### Placed cells, one color a class

Scale bar: 20 um.
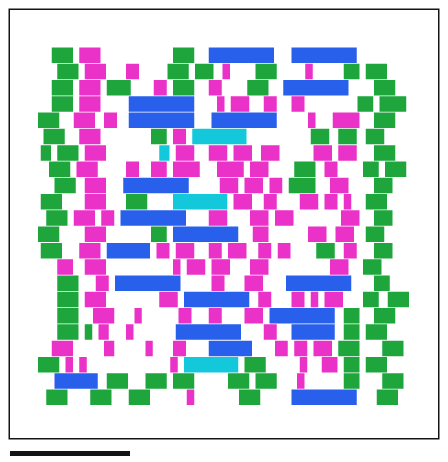
### PDN straps and rails

Scale bar: 20 um. Pins as bars on the die edge. Tap cells in gray.
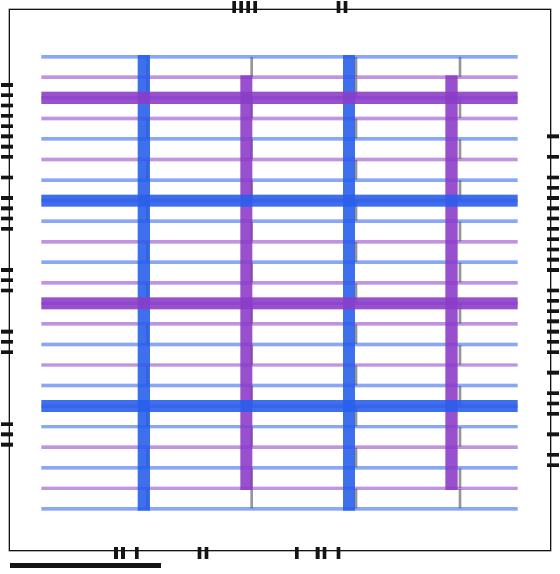
### Wiring by layer

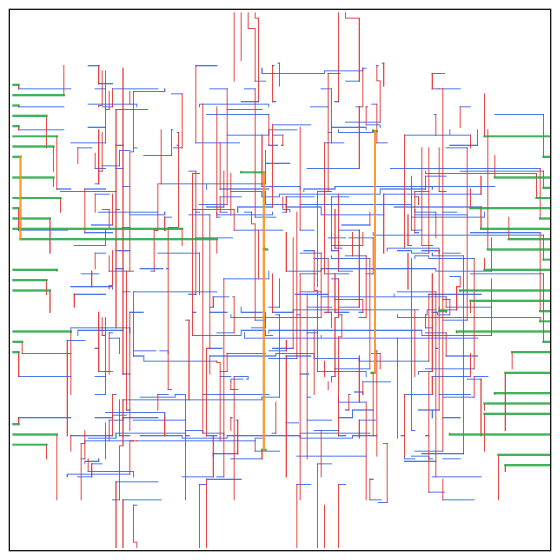
[config.mk]
export PLATFORM = sky130hd
export DESIGN_NAME = dest_sel_pipe_flat
export DESIGN_NICKNAME = d
export VERILOG_FILES = /design/src/rtl/dest_sel_pkg.sv /design/src/rtl/dest_sel_pipe_if.sv /design/src/rtl/dest_sel_mux.sv /design/src/rtl/dest_sel_pipe.sv /design/src/flat_wrapper.sv
export SDC_FILE = /design/constraint.sdc
export NUM_CORES = 1
export LEC_CHECK = 0
export CAP_MARGIN = 20
export CELL_PAD_IN_SITES_DETAIL_PLACEMENT = 1
export CELL_PAD_IN_SITES_GLOBAL_PLACEMENT = 1
export CORE_MARGIN = 4
export CORE_UTILIZATION = 32
export CTS_BUF_LIST = sky130_fd_sc_hd__clkbuf_16
export CTS_CLUSTER_SIZE = 28
export DETAILED_ROUTE_END_ITERATION = 7
export GPL_TIMING_DRIVEN = 0
export PLACE_DENSITY_LB_ADDON = 0.05
export SYNTH_ARGS = -nofsm -noshare
export SYNTH_HDL_FRONTEND = slang
export SYNTH_HIERARCHICAL = 1
export SYNTH_SLANG_ARGS = --single-unit
[constraint.sdc]
create_clock -name Clk -period 2.7 [get_ports Clk]
set_clock_uncertainty 0.1 [all_clocks]
set_input_delay 0.54 -clock Clk [delete_from_list [all_inputs] [get_ports Clk]]
set_output_delay 0.54 -clock Clk [all_outputs]
set_load 0.005 [all_outputs]
[src/rtl/dest_sel_pkg.sv]
// ----------------------------------------------------------------------------
// dest_sel_pkg
// Shared constants for the destination-register select pipeline.
//   REG_W     : width of an architectural register index
//   REG_ZERO  : register index that is hard-wired to zero
//   REG_RA    : return-address register index
//   DSEL_*    : select encodings for the usual candidate order rt / rd / $ra
//   is_pow2   : helper used to decide whether a select can ever be out of range
// ----------------------------------------------------------------------------
package dest_sel_pkg;

    localparam int REG_W = 5;

    localparam logic [REG_W-1:0] REG_ZERO = 5'd0;
    localparam logic [REG_W-1:0] REG_RA   = 5'd31;

    localparam int DSEL_RT = 0;
    localparam int DSEL_RD = 1;
    localparam int DSEL_RA = 2;

    // A binary select covering exactly 2**n inputs can never point past the
    // last candidate, so the out-of-range detector collapses to a constant.
    function automatic bit is_pow2(input int n);
        return (n > 0) && ((n & (n - 1)) == 0);
    endfunction

endpackage

[src/rtl/dest_sel_pipe_if.sv]
// ----------------------------------------------------------------------------
// dest_sel_pipe_if
// Bundles the candidate/select/control inputs and the per-stage results of
// dest_sel_pipe.
//   master : the ID stage / hazard logic driving candidates and controls
//   slave  : the pipeline itself
// Signals:
//   in_flat [NUM_IN*WIDTH]  candidate i at [i*WIDTH +: WIDTH]
//   sel     [SEL_W]         candidate index
//   in_vld, stall, flush    issue valid, load-use stall, branch flush
//   src_a, src_b [WIDTH]    rs / rt of the instruction in ID
//   dst_q [STAGES*WIDTH], vld_q [STAGES]   registered stage contents
//   wb_dst, wb_vld          last-stage destination and valid
//   hit_a, hit_b [STAGES]   per-stage hazard matches
//   bad_sel                 sticky out-of-range select flag
// With DEST_SEL_PERF_CNT_EN defined, wb_cnt and bubble_cnt [15:0] are added.
// ----------------------------------------------------------------------------
interface dest_sel_pipe_if
    import dest_sel_pkg::*;
#(
    parameter int WIDTH  = REG_W,
    parameter int NUM_IN = 3,
    parameter int STAGES = 3
);

    localparam int SEL_W = $clog2(NUM_IN);

    logic [NUM_IN*WIDTH-1:0] in_flat;
    logic [SEL_W-1:0]        sel;
    logic                    in_vld;
    logic                    stall;
    logic                    flush;
    logic [WIDTH-1:0]        src_a;
    logic [WIDTH-1:0]        src_b;

    logic [STAGES*WIDTH-1:0] dst_q;
    logic [STAGES-1:0]       vld_q;
    logic [WIDTH-1:0]        wb_dst;
    logic                    wb_vld;
    logic [STAGES-1:0]       hit_a;
    logic [STAGES-1:0]       hit_b;
    logic                    bad_sel;

`ifdef DEST_SEL_PERF_CNT_EN
    logic [15:0]             wb_cnt;
    logic [15:0]             bubble_cnt;

    modport master (
        output in_flat, sel, in_vld, stall, flush, src_a, src_b,
        input  dst_q, vld_q, wb_dst, wb_vld, hit_a, hit_b, bad_sel,
        input  wb_cnt, bubble_cnt
    );

    modport slave (
        input  in_flat, sel, in_vld, stall, flush, src_a, src_b,
        output dst_q, vld_q, wb_dst, wb_vld, hit_a, hit_b, bad_sel,
        output wb_cnt, bubble_cnt
    );
`else
    modport master (
        output in_flat, sel, in_vld, stall, flush, src_a, src_b,
        input  dst_q, vld_q, wb_dst, wb_vld, hit_a, hit_b, bad_sel
    );

    modport slave (
        input  in_flat, sel, in_vld, stall, flush, src_a, src_b,
        output dst_q, vld_q, wb_dst, wb_vld, hit_a, hit_b, bad_sel
    );
`endif

endinterface

[src/rtl/dest_sel_mux.sv]
// ----------------------------------------------------------------------------
// dest_sel_mux
// Purely combinational NUM_IN x WIDTH multiplexer with out-of-range detect.
//   in_flat      in  candidates, candidate i at [i*WIDTH +: WIDTH]
//   sel          in  candidate index
//   mux_out      out selected candidate (candidate 0 when sel is out of range)
//   out_of_range out high when sel >= NUM_IN
// ----------------------------------------------------------------------------
module dest_sel_mux
    import dest_sel_pkg::*;
#(
    parameter int WIDTH  = REG_W,
    parameter int NUM_IN = 3
) (
    input  logic [NUM_IN*WIDTH-1:0]     in_flat,
    input  logic [$clog2(NUM_IN)-1:0]   sel,
    output logic [WIDTH-1:0]            mux_out,
    output logic                        out_of_range
);

    // Candidate 0 is the default, so an out-of-range select falls back to it
    // without a separate correction step.
    always_comb begin
        mux_out = in_flat[WIDTH-1:0];
        for (int i = 1; i < NUM_IN; i++) begin
            if (int'(sel) == i) begin
                mux_out = in_flat[i*WIDTH +: WIDTH];
            end
        end
    end

    // A power-of-two candidate count fills the select range exactly.
    generate
        if (is_pow2(NUM_IN)) begin : g_full_range
            assign out_of_range = 1'b0;
        end else begin : g_partial_range
            assign out_of_range = (int'(sel) >= NUM_IN);
        end
    endgenerate

endmodule

[src/rtl/dest_sel_pipe.sv]
// ----------------------------------------------------------------------------
// dest_sel_pipe
// Selects a destination register from NUM_IN candidates and carries it, with
// a valid bit, through STAGES pipeline registers (ID/EX, EX/MEM, MEM/WB...).
// Stall and flush insert bubbles; per-stage hazard vectors feed forwarding.
// Ports:
//   Clk    in  rising-edge clock
//   Reset  in  synchronous, active-high reset
//   bus    dest_sel_pipe_if.slave (candidates, controls, stage outputs)
// Parameters: WIDTH, NUM_IN, STAGES, ZERO_SUPPRESS (dst 0 never hits).
// Optional: define DEST_SEL_PERF_CNT_EN to add saturating 16-bit wb_cnt and
// bubble_cnt counters on the interface.
// ----------------------------------------------------------------------------
module dest_sel_pipe
    import dest_sel_pkg::*;
#(
    parameter int WIDTH         = REG_W,
    parameter int NUM_IN        = 3,
    parameter int STAGES        = 3,
    parameter int ZERO_SUPPRESS = 1
) (
    input  logic            Clk,
    input  logic            Reset,
    dest_sel_pipe_if.slave  bus
);

    logic [WIDTH-1:0]  mux_out;
    logic              sel_bad;
    logic [WIDTH-1:0]  dst_r [STAGES];
    logic [STAGES-1:0] vld_r;
    logic              bad_sel_r;

    dest_sel_mux #(
        .WIDTH  (WIDTH),
        .NUM_IN (NUM_IN)
    ) u_mux (
        .in_flat      (bus.in_flat),
        .sel          (bus.sel),
        .mux_out      (mux_out),
        .out_of_range (sel_bad)
    );

    // Stage registers. Flush beats stall for stage 0 (bubble rather than
    // hold); stage 1 takes a bubble whenever stall is high, which also covers
    // the flush+stall case. Later stages always shift. bad_sel only latches
    // when the bad select is actually captured into stage 0.
    always_ff @(posedge Clk) begin
        if (Reset) begin
            for (int k = 0; k < STAGES; k++) begin
                dst_r[k] <= '0;
            end
            vld_r     <= '0;
            bad_sel_r <= 1'b0;
        end else begin
            if (bus.flush) begin
                dst_r[0] <= '0;
                vld_r[0] <= 1'b0;
            end else if (!bus.stall) begin
                dst_r[0] <= mux_out;
                vld_r[0] <= bus.in_vld;
            end

            if (bus.stall) begin
                dst_r[1] <= '0;
                vld_r[1] <= 1'b0;
            end else begin
                dst_r[1] <= dst_r[0];
                vld_r[1] <= vld_r[0];
            end

            for (int k = 2; k < STAGES; k++) begin
                dst_r[k] <= dst_r[k-1];
                vld_r[k] <= vld_r[k-1];
            end

            if (bus.in_vld && sel_bad && !bus.stall && !bus.flush) begin
                bad_sel_r <= 1'b1;
            end
        end
    end

    // Flatten the stage contents and compare each valid stage against the
    // two source registers. Register zero is never a real dependency when
    // ZERO_SUPPRESS is set, so it is masked out of both hit vectors.
    always_comb begin
        bus.dst_q = '0;
        bus.hit_a = '0;
        bus.hit_b = '0;
        for (int k = 0; k < STAGES; k++) begin
            bus.dst_q[k*WIDTH +: WIDTH] = dst_r[k];
            bus.hit_a[k] = vld_r[k] && (dst_r[k] == bus.src_a) &&
                           !((ZERO_SUPPRESS != 0) && (dst_r[k] == '0));
            bus.hit_b[k] = vld_r[k] && (dst_r[k] == bus.src_b) &&
                           !((ZERO_SUPPRESS != 0) && (dst_r[k] == '0));
        end
    end

    assign bus.vld_q   = vld_r;
    assign bus.wb_dst  = dst_r[STAGES-1];
    assign bus.wb_vld  = vld_r[STAGES-1];
    assign bus.bad_sel = bad_sel_r;

`ifdef DEST_SEL_PERF_CNT_EN
    logic [15:0] wb_cnt_r;
    logic [15:0] bubble_cnt_r;

    // Saturating event counters: retired valid writebacks, and edges on which
    // stall and/or flush injected a bubble (one count per edge).
    always_ff @(posedge Clk) begin
        if (Reset) begin
            wb_cnt_r     <= '0;
            bubble_cnt_r <= '0;
        end else begin
            if (vld_r[STAGES-1] && (wb_cnt_r != 16'hFFFF)) begin
                wb_cnt_r <= wb_cnt_r + 16'd1;
            end
            if ((bus.stall || bus.flush) && (bubble_cnt_r != 16'hFFFF)) begin
                bubble_cnt_r <= bubble_cnt_r + 16'd1;
            end
        end
    end

    assign bus.wb_cnt     = wb_cnt_r;
    assign bus.bubble_cnt = bubble_cnt_r;
`endif

endmodule

[src/flat_wrapper.sv]
// flat-port wrapper written by rule: the top's interface ports become plain ports
module dest_sel_pipe_flat import dest_sel_pkg::*;
#(
    parameter int WIDTH         = REG_W,
    parameter int NUM_IN        = 3,
    parameter int STAGES        = 3,
    parameter int ZERO_SUPPRESS = 1
)
  (Clk, Reset, bus_in_flat, bus_sel, bus_in_vld, bus_stall, bus_flush, bus_src_a, bus_src_b, bus_dst_q, bus_vld_q, bus_wb_dst, bus_wb_vld, bus_hit_a, bus_hit_b, bus_bad_sel);
  dest_sel_pipe_if #(.WIDTH(WIDTH), .NUM_IN(NUM_IN), .STAGES(STAGES)) bus_i ();
  input  logic Clk;
  input  logic Reset;
  input wire logic [$bits(bus_i.in_flat)-1:0] bus_in_flat;
  input wire logic [$bits(bus_i.sel)-1:0] bus_sel;
  input wire logic [$bits(bus_i.in_vld)-1:0] bus_in_vld;
  input wire logic [$bits(bus_i.stall)-1:0] bus_stall;
  input wire logic [$bits(bus_i.flush)-1:0] bus_flush;
  input wire logic [$bits(bus_i.src_a)-1:0] bus_src_a;
  input wire logic [$bits(bus_i.src_b)-1:0] bus_src_b;
  output wire logic [$bits(bus_i.dst_q)-1:0] bus_dst_q;
  output wire logic [$bits(bus_i.vld_q)-1:0] bus_vld_q;
  output wire logic [$bits(bus_i.wb_dst)-1:0] bus_wb_dst;
  output wire logic [$bits(bus_i.wb_vld)-1:0] bus_wb_vld;
  output wire logic [$bits(bus_i.hit_a)-1:0] bus_hit_a;
  output wire logic [$bits(bus_i.hit_b)-1:0] bus_hit_b;
  output wire logic [$bits(bus_i.bad_sel)-1:0] bus_bad_sel;
  assign bus_i.in_flat = bus_in_flat;
  assign bus_i.sel = bus_sel;
  assign bus_i.in_vld = bus_in_vld;
  assign bus_i.stall = bus_stall;
  assign bus_i.flush = bus_flush;
  assign bus_i.src_a = bus_src_a;
  assign bus_i.src_b = bus_src_b;
  assign bus_dst_q = bus_i.dst_q;
  assign bus_vld_q = bus_i.vld_q;
  assign bus_wb_dst = bus_i.wb_dst;
  assign bus_wb_vld = bus_i.wb_vld;
  assign bus_hit_a = bus_i.hit_a;
  assign bus_hit_b = bus_i.hit_b;
  assign bus_bad_sel = bus_i.bad_sel;
  dest_sel_pipe #(.WIDTH(WIDTH), .NUM_IN(NUM_IN), .STAGES(STAGES), .ZERO_SUPPRESS(ZERO_SUPPRESS)) u_core (.Clk(Clk), .Reset(Reset), .bus(bus_i));
endmodule
==> flow_metrics.py <==
# Synthesis and PnR figures
metrics = {
    "outcome": {
        "run_status": "finished, final reports clean",
    },
    "clock_network": {
        "tritoncts": "built",
        "clk_latency_ns": 0.25,
        "cts.root.buffer_cell": "clkbuf_16",
        "cts_hold_buffers": 0,
        "clock-sinks": 19,
        "maximum_count_of_clock_buffers_along_a_single_path": 2,
    },
    "sta": {
        "tns_ns": 0,
        "fin_crit_sh_pct": 98.2,
        "period_needed_ns": 2.65,
        "final_max_slew_viol_count": 0,
        "worst_slack_ns": 0.0484,
    },
    "yosys": {
        "most_common_cell_in_the_synthesized_netlist": "xnor2_1",
        "ys.warnings.count": 6,
        "synthArstFlopShare_pct": 0,
        "synth-seq-cells": 19,
        "synth-edff-count": 15,
        "synthesis.area_per_instance_um2": 10.8,
        "top_cells_by_area": "edfxtp_1, mux2i_1, xnor2_1, xor2_1, dfxtp_1",
        "yosysSeqAreaShare_pct": 41.2,
        "synth_cell_type_count": 21,
        "netlist.top_cell.by_area": "edfxtp_1",
    },
    "cells_and_area": {
        "drive_gt1_share_pct": 11.6,
        "instances_no_fill": 246,
        "antenna_cells_inserted": 0,
    },
    "power_and_ir_drop": {
        "cell_pwr_density_nw_per_um2": 398,
    },
    "critical_path": {
        "timing.critical_path.max_delay_family": "simple AND/OR/NAND/NOR gates",
        "regToRegEndpoint": "u_core/dst_r[0][5]",
        "crit_chain": "or4_1, nor2_1, nor4_1, clkdlybuf4s50_1",
        "critPathSlowestCell": "or4_1",
        "reg2regPathDepth": 2,
        "crit_start": "u_core/dst_r[0][10]",
        "critical_path_peak_fanout": 5,
        "crit_cells": 4,
        "reg2reg_setup_slack_ns": 1.65,
        "regToRegStartpoint": "u_core/dst_r[0][0]",
    },
    "placement": {
        "placed_cell_count": 237,
        "pre_cts_slack_ns": -0.171,
    },
    "die": {
        "boundaryPins": 63,
    },
    "grt": {
        "pin_count_of_the_biggest_net_entering_global_routing": 12,
        "grt_pass1_wl_mm": 5.70,
        "first_global_vias": 1209,
    },
    "route": {
        "drc": 0,
        "detail-route-antenna-nets": 0,
        "dr.first_iter.drc_count": 11,
        "detailedRoute.firstPassIterationCount": 4,
    },
    "worst_hold_path": {
        "min-delay-start": "u_core/bus.bad_sel",
    },
    "job": {
        "maxcap_viol_count": 0,
    },
}
About 'Placed cells, one color a class':
class	color	cells	share of their area
clock drivers and dummy loads	cyan	4	3.9%
sequential cells	blue	19	26%
remaining buffers and delay cells	green	75	34%
combinational and other logic	magenta	100	36%
number of cell rows: 22
area of all placed cells without fillers: 2120 um^2
total core area: 3770 um^2
share of the core filled with cells: 56.3%

About 'PDN straps and rails':
net	color
VDD	purple
VSS	blue
met5 straps	4
met1 rails	23
tap cells	48
rows	22
met4 straps	4
die width: 71.5 um
y dimension of the die: 71.5 um
VDD IR-drop max: 0.186 mV

About 'Wiring by layer':
layer	color	wire length
metal 4	orange	79.6 um
metal 3	green	290 um
metal 2	red	1,870 um
metal 1	blue	1,410 um
final WL: 3.65 mm
GRT Util Overall: 14.1%
routed via count: 1,149

cell families after synthesis:
kind of cell / synth area share [%]
simple gates: 20.7
xor+xnor: 20.4
flops: 41.2
mux: 12.4
buf+inv: 5.05
other cells: 0.291
repair_timing:
item                       4_1_cts  5_1_grt
buffers inserted                 0        5
pin swaps                        1        0
setup endpoints to repair        6        4
cloned                           0        0
gates resized                   13        2
power breakdown:
group / leakage, nW / internal, mW / switching, mW / total [mW]
combinational: 0.651 / 0.115 / 0.0713 / 0.187
sequential: 0.195 / 0.331 / 0.0192 / 0.350
clock: 0.0409 / 0.199 / 0.109 / 0.307
worst min path at each step:
stage	to	slack [ns]	cells after the start
after global placement	u_core/bus.bad_sel	0.36	2
final	u_core/bus.bad_sel	0.39	2
after detailed placement	u_core/bus.bad_sel	0.38	2
after floorplan	u_core/bus.bad_sel	0.37	2
after global routing	u_core/bus.bad_sel	0.40	2
after CTS	u_core/bus.bad_sel	0.38	2
layer usage:
| layer | track usage (%) | vias to the layer above | wire [um] |
|---|---|---|---|
| met5 | 0 | - | 0 |
| met4 | 6.05 | 0 | 79 |
| met3 | 2.66 | 7 | 289 |
| met2 | 26.4 | 55 | 1870 |
| met1 | 15.3 | 524 | 1410 |
| li1 | - | 563 | - |
final cells by class:
class	instances	area, um^2
Clock buffer	3	75.1
Multi-Input combinational cell	100	746
Tap cell	48	60.1
Sequential cell	19	531
Buffer	9	65.1
Fill cell	434	1650
Timing Repair Buffer	66	641
Clock inverter	1	5.00
flip-flops by register name, summed over array words and instances (netlist names):
name,cells
u_core/bus.vld_q,3
u_core/dst_r,15
u_core/bus.bad_sel,1
worst reg2reg max path, stage by stage, from the launching register on:
cell      delay (ns)
edfxtp_1        0.41
buf_4           0.17
and2_1          0.13
No activity file was given, so power comes from the tool's default toggle rates.
